$ cat config.mk
export PLATFORM = sky130hd
export DESIGN_NAME = fetch_unit
export DESIGN_NICKNAME = d
export VERILOG_FILES = /design/src/rtl/fetch_pkg.sv /design/src/rtl/fetch_queue.sv /design/src/rtl/fetch_unit.sv
export SDC_FILE = /design/constraint.sdc
export NUM_CORES = 1
export LEC_CHECK = 0
export ABC_AREA = 1
export CAP_MARGIN = 20
export CELL_PAD_IN_SITES_DETAIL_PLACEMENT = 0
export CELL_PAD_IN_SITES_GLOBAL_PLACEMENT = 2
export CORE_MARGIN = 1
export CORE_UTILIZATION = 29
export DETAILED_ROUTE_END_ITERATION = 8
export PLACE_DENSITY_LB_ADDON = 0.1
export SETUP_SLACK_MARGIN = 0.4
export SYNTH_ARGS = -nofsm -noshare
export SYNTH_HDL_FRONTEND = slang
export SYNTH_SLANG_ARGS = --single-unit
$ cat constraint.sdc
create_clock -name clk -period 6.6 [get_ports clk]
set_clock_uncertainty 0.15 [all_clocks]
set_input_delay 0.66 -clock clk [delete_from_list [all_inputs] [get_ports clk]]
set_output_delay 0.66 -clock clk [all_outputs]
set_load 0.005 [all_outputs]
$ cat src/rtl/fetch_pkg.sv
// rtl/fetch_pkg.sv - shared constants, jump-select encoding and fetch-entry type for the fetch stage
package fetch_pkg;

    localparam int FETCH_ADDR_W  = 32;
    localparam int FETCH_INSTR_W = 32;

    localparam logic [31:0] DEFAULT_RESET_PC = 32'h0000_3000;

    typedef enum logic [1:0] {
        JC_SEQ    = 2'b00,
        JC_BRANCH = 2'b01,
        JC_JUMP   = 2'b10,
        JC_REG    = 2'b11
    } jump_ctrl_e;

    typedef struct packed {
        logic [FETCH_INSTR_W-1:0] instr;
        logic [FETCH_ADDR_W-1:0]  pc;
        logic [FETCH_ADDR_W-1:0]  pc4;
    } fetch_entry_t;

    function automatic logic is_misaligned(input logic [1:0] lsb);
        return lsb != 2'b00;
    endfunction

endpackage

$ cat src/rtl/fetch_queue.sv
// rtl/fetch_queue.sv - circular fetch queue with push, pop and single-cycle flush
module fetch_queue
    import fetch_pkg::*;
#(
    parameter int  DEPTH   = 2,
    parameter type entry_t = fetch_entry_t
) (
    input  logic   clk,
    input  logic   reset,
    input  logic   push,
    input  entry_t push_data,
    input  logic   pop,
    input  logic   flush,
    output logic   full,
    output logic   empty,
    output entry_t head
);

    localparam int PTR_W = $clog2(DEPTH);
    localparam int CNT_W = PTR_W + 1;

    entry_t             mem [DEPTH];
    logic [PTR_W-1:0]   rd_ptr;
    logic [PTR_W-1:0]   wr_ptr;
    logic [CNT_W-1:0]   count;

    assign full  = (count == CNT_W'(DEPTH));
    assign empty = (count == '0);
    assign head  = mem[rd_ptr];

    // Pointers wrap for free because DEPTH is a power of two.
    always_ff @(posedge clk or posedge reset) begin
        if (reset) begin
            rd_ptr <= '0;
            wr_ptr <= '0;
            count  <= '0;
        end else if (flush) begin
            rd_ptr <= '0;
            wr_ptr <= '0;
            count  <= '0;
        end else begin
            if (push) wr_ptr <= wr_ptr + 1'b1;
            if (pop)  rd_ptr <= rd_ptr + 1'b1;
            case ({push, pop})
                2'b10:   count <= count + 1'b1;
                2'b01:   count <= count - 1'b1;
                default: count <= count;
            endcase
        end
    end

    always_ff @(posedge clk) begin
        if (push && !flush) mem[wr_ptr] <= push_data;
    end

endmodule

$ cat src/rtl/fetch_unit.sv
// rtl/fetch_unit.sv - instruction-fetch stage: PC register, next-PC select and decoupling queue to decode
module fetch_unit
    import fetch_pkg::*;
#(
    parameter int          ADDR_W   = 32,
    parameter int          INSTR_W  = 32,
    parameter int          DEPTH    = 2,
    parameter logic [31:0] RESET_PC = DEFAULT_RESET_PC
) (
    input  logic               clk,
    input  logic               reset,
    input  logic               en,
    input  logic               redirect,
    input  logic [1:0]         jump_ctrl,
    input  logic [ADDR_W-1:0]  branch_tgt,
    input  logic [ADDR_W-1:0]  jump_tgt,
    input  logic [ADDR_W-1:0]  reg_tgt,
    output logic [ADDR_W-1:0]  imem_addr,
    input  logic [INSTR_W-1:0] imem_rdata,
    output logic               out_valid,
    input  logic               out_ready,
    output logic [INSTR_W-1:0] out_instr,
    output logic [ADDR_W-1:0]  out_pc,
    output logic [ADDR_W-1:0]  out_pc4,
    output logic               addr_err
);

    typedef struct packed {
        logic [INSTR_W-1:0] instr;
        logic [ADDR_W-1:0]  pc;
        logic [ADDR_W-1:0]  pc4;
    } entry_t;

    logic [ADDR_W-1:0] pc;
    logic [ADDR_W-1:0] pc4;
    logic [ADDR_W-1:0] sel_tgt;
    logic [ADDR_W-1:0] pc_next;
    logic              push;
    logic              pop;
    logic              q_full;
    logic              q_empty;
    entry_t            head;
    entry_t            new_entry;
    logic              addr_err_q;

    assign pc4 = pc + ADDR_W'(4);

    // An illegal select (JC_SEQ) during redirect falls through to sequential PC.
    always_comb begin
        sel_tgt = pc4;
        case (jump_ctrl)
            JC_BRANCH: sel_tgt = branch_tgt;
            JC_JUMP:   sel_tgt = jump_tgt;
            JC_REG:    sel_tgt = reg_tgt;
            default:   sel_tgt = pc4;
        endcase
    end

    assign pop  = !q_empty && out_ready && !redirect;
    assign push = en && !redirect && (!q_full || pop);

    always_comb begin
        pc_next = pc;
        if (redirect)  pc_next = {sel_tgt[ADDR_W-1:2], 2'b00};
        else if (push) pc_next = pc4;
    end

    always_ff @(posedge clk or posedge reset) begin
        if (reset) begin
            pc         <= ADDR_W'(RESET_PC);
            addr_err_q <= 1'b0;
        end else begin
            pc         <= pc_next;
            addr_err_q <= redirect && is_misaligned(sel_tgt[1:0]);
        end
    end

    assign new_entry = '{instr: imem_rdata, pc: pc, pc4: pc4};

    fetch_queue #(
        .DEPTH   (DEPTH),
        .entry_t (entry_t)
    ) u_queue (
        .clk       (clk),
        .reset     (reset),
        .push      (push),
        .push_data (new_entry),
        .pop       (pop),
        .flush     (redirect),
        .full      (q_full),
        .empty     (q_empty),
        .head      (head)
    );

    // Stale storage is masked so an empty queue always presents zeros.
    assign imem_addr = pc;
    assign out_valid = !q_empty;
    assign out_instr = q_empty ? '0 : head.instr;
    assign out_pc    = q_empty ? '0 : head.pc;
    assign out_pc4   = q_empty ? '0 : head.pc4;
    assign addr_err  = addr_err_q;

endmodule

run_1/pdn.png
Pins as bars on the die edge. Tap cells in gray.
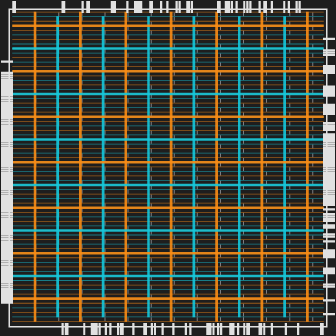
legend:
  VDD:
    color: cyan
  VSS:
    color: orange
signal pins: 265
met5 straps: 13
tap cells: 455

run_1/cell_classes.png
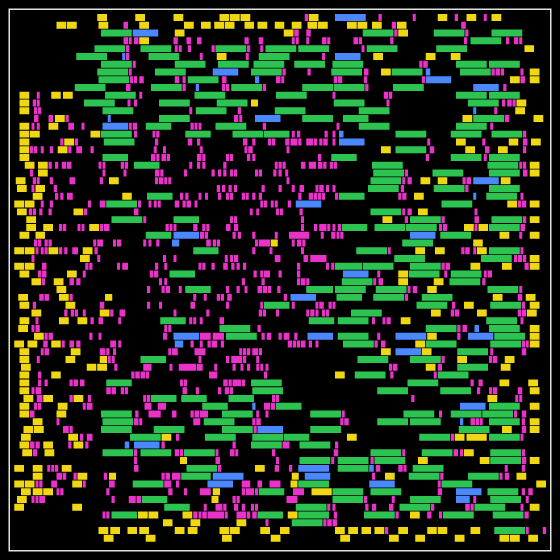
legend:
  other buffers and delay cells:
    color: yellow
    cells: 270
    share_of_their_area: 20%
  flip-flops:
    color: green
    cells: 219
    share_of_their_area: 48%
  all other logic:
    color: magenta
    cells: 801
    share_of_their_area: 26%
  clock drivers and dummy loads:
    color: blue
    cells: 45
    share_of_their_area: 6.2%

run_1/clock_map.png
The bar under the picture is 50 µm long.
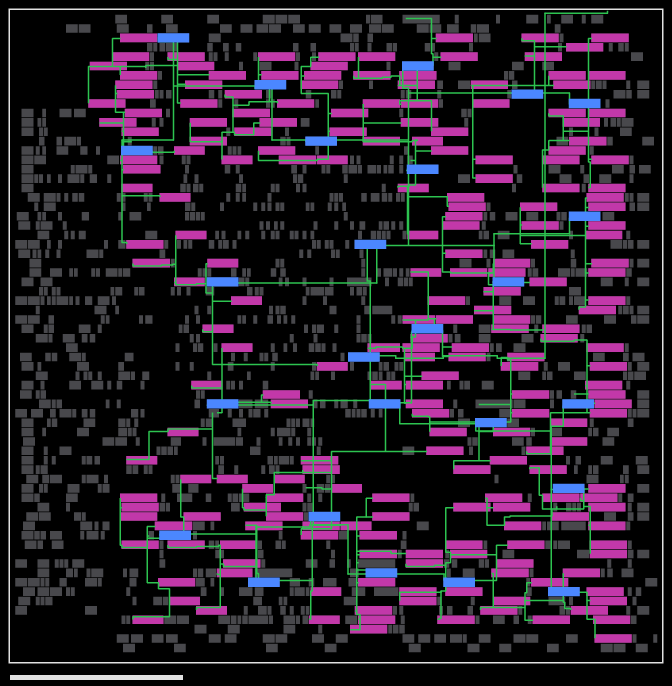
legend:
  flip-flops:
    color: magenta
    count: 219
  clock wires:
    color: green
    length: 2,980 µm
  cells driving clock nets:
    color: blue
    count: 25
routed clock nets: 26

==> results.env, run 1 <==
POST-ROUTE-DRC-COUNT=1
MET2WIRELENGTH_UM=14000
AREA.COMBINATIONAL_UM2=3300
IO-PIN-COUNT=265
ANTENNA_FOUND_INITIAL=0
VIOLATIONS_IN_THE_FINAL_REPORTS='DRC'
CTS.REPAIR.RESIZED=0
POST_SYN_AREA_UM2=10100
DRIVE_ABOVE_1_SHARE_PCT=5.99
DRT_FIRST_ITER_VIOLATIONS=356
MAXSLEWHEADROOM_PCT=30.2
STATUS='complete, but fails checks'
ASYNCSETRESETFLOPFRACSYNTH_PCT=16.0
FMAXACHIEVABLE_GHz=0.253
WORSTMARGINPINSLEW_PS=1050
FF_TYPE='edfxtp_1'
YS.WARNINGS.COUNT=0
CRITICAL_PATH_CLASS='reg -> out'
FINAL_NETS=1453
YS_SEQ_SHARE_PCT=63.2
CORE-AREA_UM2=34500
DRTPASS1ITERATIONS=6
FINAL_HOLD_VIOL_COUNT=0
SYNTH_AREA_PER_CELL_UM2=9.46
CLOCK-ROOT-BUFFER='clkbuf_16'
FINISH.UTILIZATION_PCT=40.7
CTS-ROOT-TO-SINK-BUFFERS=3
FINAL_MAX_SLEW_VIOL_COUNT=0
NUM_VIAS=8071
SYNTH_FLOP_COUNT=219
## run 1: state kept, by name, indices dropped and copies added (netlist names)
name            cells
u_queue.count       2
u_queue.mem       184
imem_addr          30
addr_err            1
u_queue.wr_ptr      1
u_queue.rd_ptr      1
## run 1: layer usage
metal	up-vias	track usage [%]
li1	4045	-
met1	3740	25.2
met2	249	27.6
met3	37	3.99
met4	0	3.47
met5	-	0
## run 1: placed cells by master, fill, tap and decap left out, types with 6 or more instances in the layout
cell,instances
conb_1,6
o21ai_0,11
nor2_1,52
nor2_4,7
clkdlybuf4s50_1,258
nand3_1,42
clkbuf_16,25
o21ai_1,13
inv_1,51
a21oi_1,103
nand2_1,453
nand4_1,10
nor2_2,6
clkinv_2,7
xor2_1,8
a31oi_1,10
buf_4,10
dfrtp_1,32
edfxtp_1,184
## run 1: logic make-up (layout without fill, tap and decap cells)
family,count (synthesis),in the layout,share of synthesized area (%)
xor+xnor,9,9,0.852
other cells,1,6,0.0370
compound gates,144,144,7.48
flops,219,219,63.2
simple gates,585,585,23.6
fa+ha+maj,1,1,0.123
buf+inv,112,371,4.73
## run 1: power by group through the flow
stage / logic [µW] / registers (µW) / clock network, µW
6_report: 1480 / 1860 / 1400
5_1_grt: 1640 / 1890 / 1500
4_1_cts: 1520 / 1870 / 1450
3_5_place_dp: 1510 / 1900 / 0
3_3_place_gp: 1510 / 1900 / 0
2_1_floorplan: 645 / 1830 / 0
## run 1: critical path: stages (launching register included)
cell,delay [ps]
dfrtp_4,610
clkinv_2,310
buf_4,720
nand2_1,100
a21oi_1,190
clkdlybuf4s50_1,590
## run 1: layout make-up
class / count / area share, %
clock buffer: 31 / 4.70
clock inverter: 14 / 1.24
inverter: 56 / 1.51
multi-input combinational: 745 / 23.5
sequential: 219 / 45.7
tap: 455 / 4.06
timing repair buffer: 270 / 19.2
==> run 1 -> run 2 <==
Clock period 6.6 ns to 4.1 ns, I/O delays scaled along.
run_2/clock_map.png
The bar under the picture is 50 µm long.
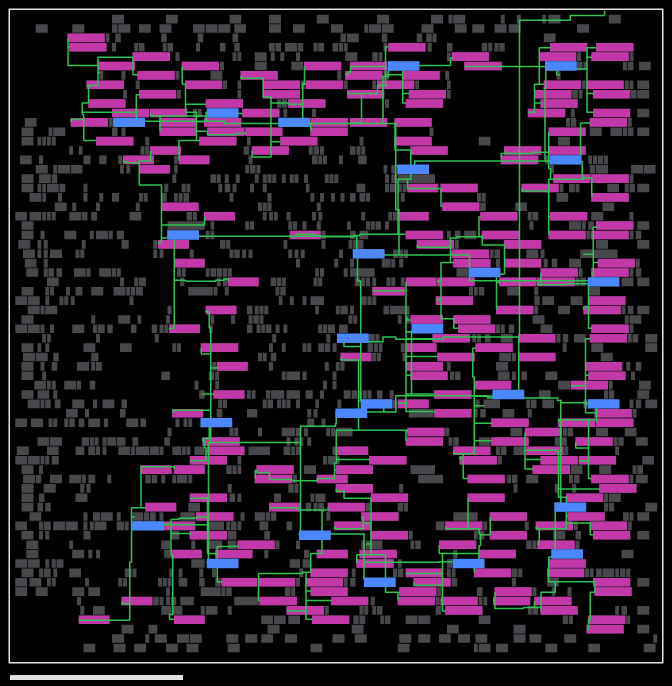
legend:
  cells driving clock nets:
    color: blue
    count: 25
  clock wires:
    color: green
    length: 2,890 µm
  flip-flops:
    color: magenta
    count: 219
flops lie: spread over the die

run_2/cell_classes.png
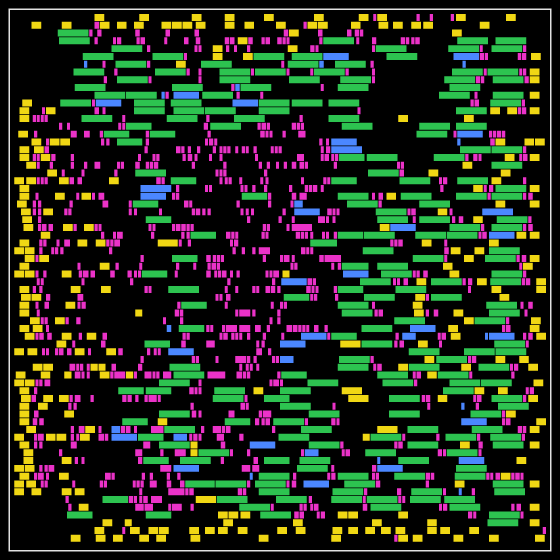
legend:
  all other logic:
    color: magenta
    cells: 801
    share_of_their_area: 26%
  other buffers and delay cells:
    color: yellow
    cells: 274
    share_of_their_area: 21%
  flip-flops:
    color: green
    cells: 219
    share_of_their_area: 47%
  clock drivers and dummy loads:
    color: blue
    cells: 46
    share_of_their_area: 6.2%
row count: 68
sequential portion of the cell area: 45.4%
core footprint: 34,500 µm²

run_2/final_congestion.png
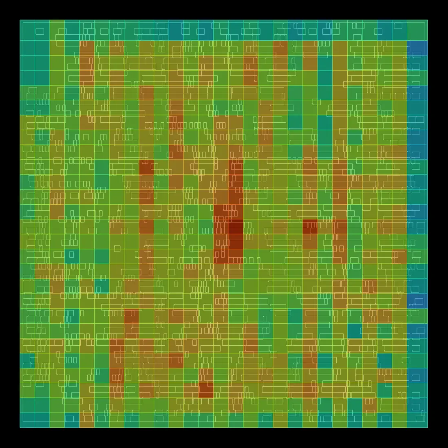
final core utilization: 40.9%
detailed-route wire length per cell: 17.7 µm

==> results.env, run 2 <==
STATUS='finished, final reports clean'  # was complete, but fails checks
FMAXACHIEVABLE_GHz=0.298
MAXPOWERGROUP='sequential cells'  # unchanged
MET2WIRELENGTH_UM=14400  # was 14,000 µm
LAYOUT_TOP_CELL='nand2_1'  # unchanged
CP_CELL_SEQUENCE='clkinv_2 > buf_12 > nand2_1 > a21oi_1 > clkdlybuf4s50_1'  # was clkinv_2 > buf_4 > nand2_1 > a21oi_1 > clkdlybuf4s50_1
FINAL_NETS=1457  # was 1,453
CTS-ROOT-TO-SINK-BUFFERS=3  # unchanged
SYNTH_AREA_PER_CELL_UM2=9.46  # unchanged
NUM_VIAS=8044  # was 8,071
POWER.COMBINATIONAL.TOTAL_uW=2420  # was 1480 µW
LARGEST_REGISTER_FF_COUNT=184  # unchanged
LAY_TOP_CELLS='nand2_1 (453), clkdlybuf4s50_1 (258), edfxtp_1 (184)'  # unchanged
LARGEST_REGISTER='u_queue.mem'  # unchanged
YS.WARNINGS.COUNT=0  # unchanged
DRIVE_ABOVE_1_SHARE_PCT=6.19  # was 5.99%
IO-PIN-COUNT=265  # unchanged
AREA.COMBINATIONAL_UM2=3300  # unchanged
SEQ_CELL_POWER_uW=3010  # was 1860 µW
ANTENNA_FOUND_INITIAL=0  # unchanged
CRITICAL_PATH_CLASS='reg -> out'  # unchanged
SLOWEST_STAGE='dfrtp_4'  # was buf_4
FINAL_MAX_SLEW_VIOL_COUNT=0  # unchanged
POWER.CLOCK.TOTAL_uW=2250  # was 1400 µW
POST_SYN_AREA_UM2=10100  # unchanged
SYNTH_FLOP_COUNT=219  # unchanged
FINAL_HOLD_VIOL_COUNT=0  # unchanged
==> run 2: cell families (layout without fill, tap and decap cells) <==
family / after synthesis / count (layout) / share of synthesized area (%)
DFF: 219 / 219 / 63.2
other: 1 / 6 / 0.0370
xor gates and xnor gates: 9 / 9 / 0.852
and+or+nand+nor: 585 / 585 / 23.6
adders and majority gates: 1 / 1 / 0.123
AOI/OAI and AO/OA: 144 / 144 / 7.48
buffers and inverters: 112 / 376 / 4.73
==> run 2: final timing paths <==
check | start | endpoint | slack (ps) | depth (start not counted)
worst max-delay path | u_queue.rd_ptr$_DFFE_PP0P_ | out_pc[26] | 740 | 5
worst min register to register | imem_addr[13]$_DFFE_PP1P_ | imem_addr[13]$_DFFE_PP1P_ | 390 | 2
min in group clk | imem_rdata[1] | u_queue.mem[1][65]$_DFFE_PP_ | 320 | 1
max in group asynchronous | reset | u_queue.rd_ptr$_DFFE_PP0P_ | 3220 | 3
worst min-delay path | reset | u_queue.count[1]$_DFFE_PP0P_ | 170 | 3
worst max register to register | u_queue.count[0]$_DFFE_PP0P_ | u_queue.mem[1][73]$_DFFE_PP_ | 1820 | 5
==> run 2: per-layer routing <==
metal / GRT usage (%) / up-vias
li1: - / 4065
met2: 28.3 / 238
met5: 0 / -
met1: 24.8 / 3714
met3: 3.60 / 27
met4: 2.95 / 0
==> run 2: area by class of cell <==
type	instances	area share [%]
flip-flops and latches	219	45.4
inverters	56	1.50
well taps	455	4.04
clock buffers	36	5.01
multi-input cells	745	23.4
repair buffers	274	19.7
clock inverters	10	0.923
==> run 2: worst max-delay path: cells and delay by family, from the launching register on <==
family                 cells  cell delay (ps)
and+or+nand+nor            1              100
AOI/OAI and AO/OA          1               70
buffers and inverters      3             1350
DFF                        1              700
No activity file was given, so power comes from the tool's default toggle rates.
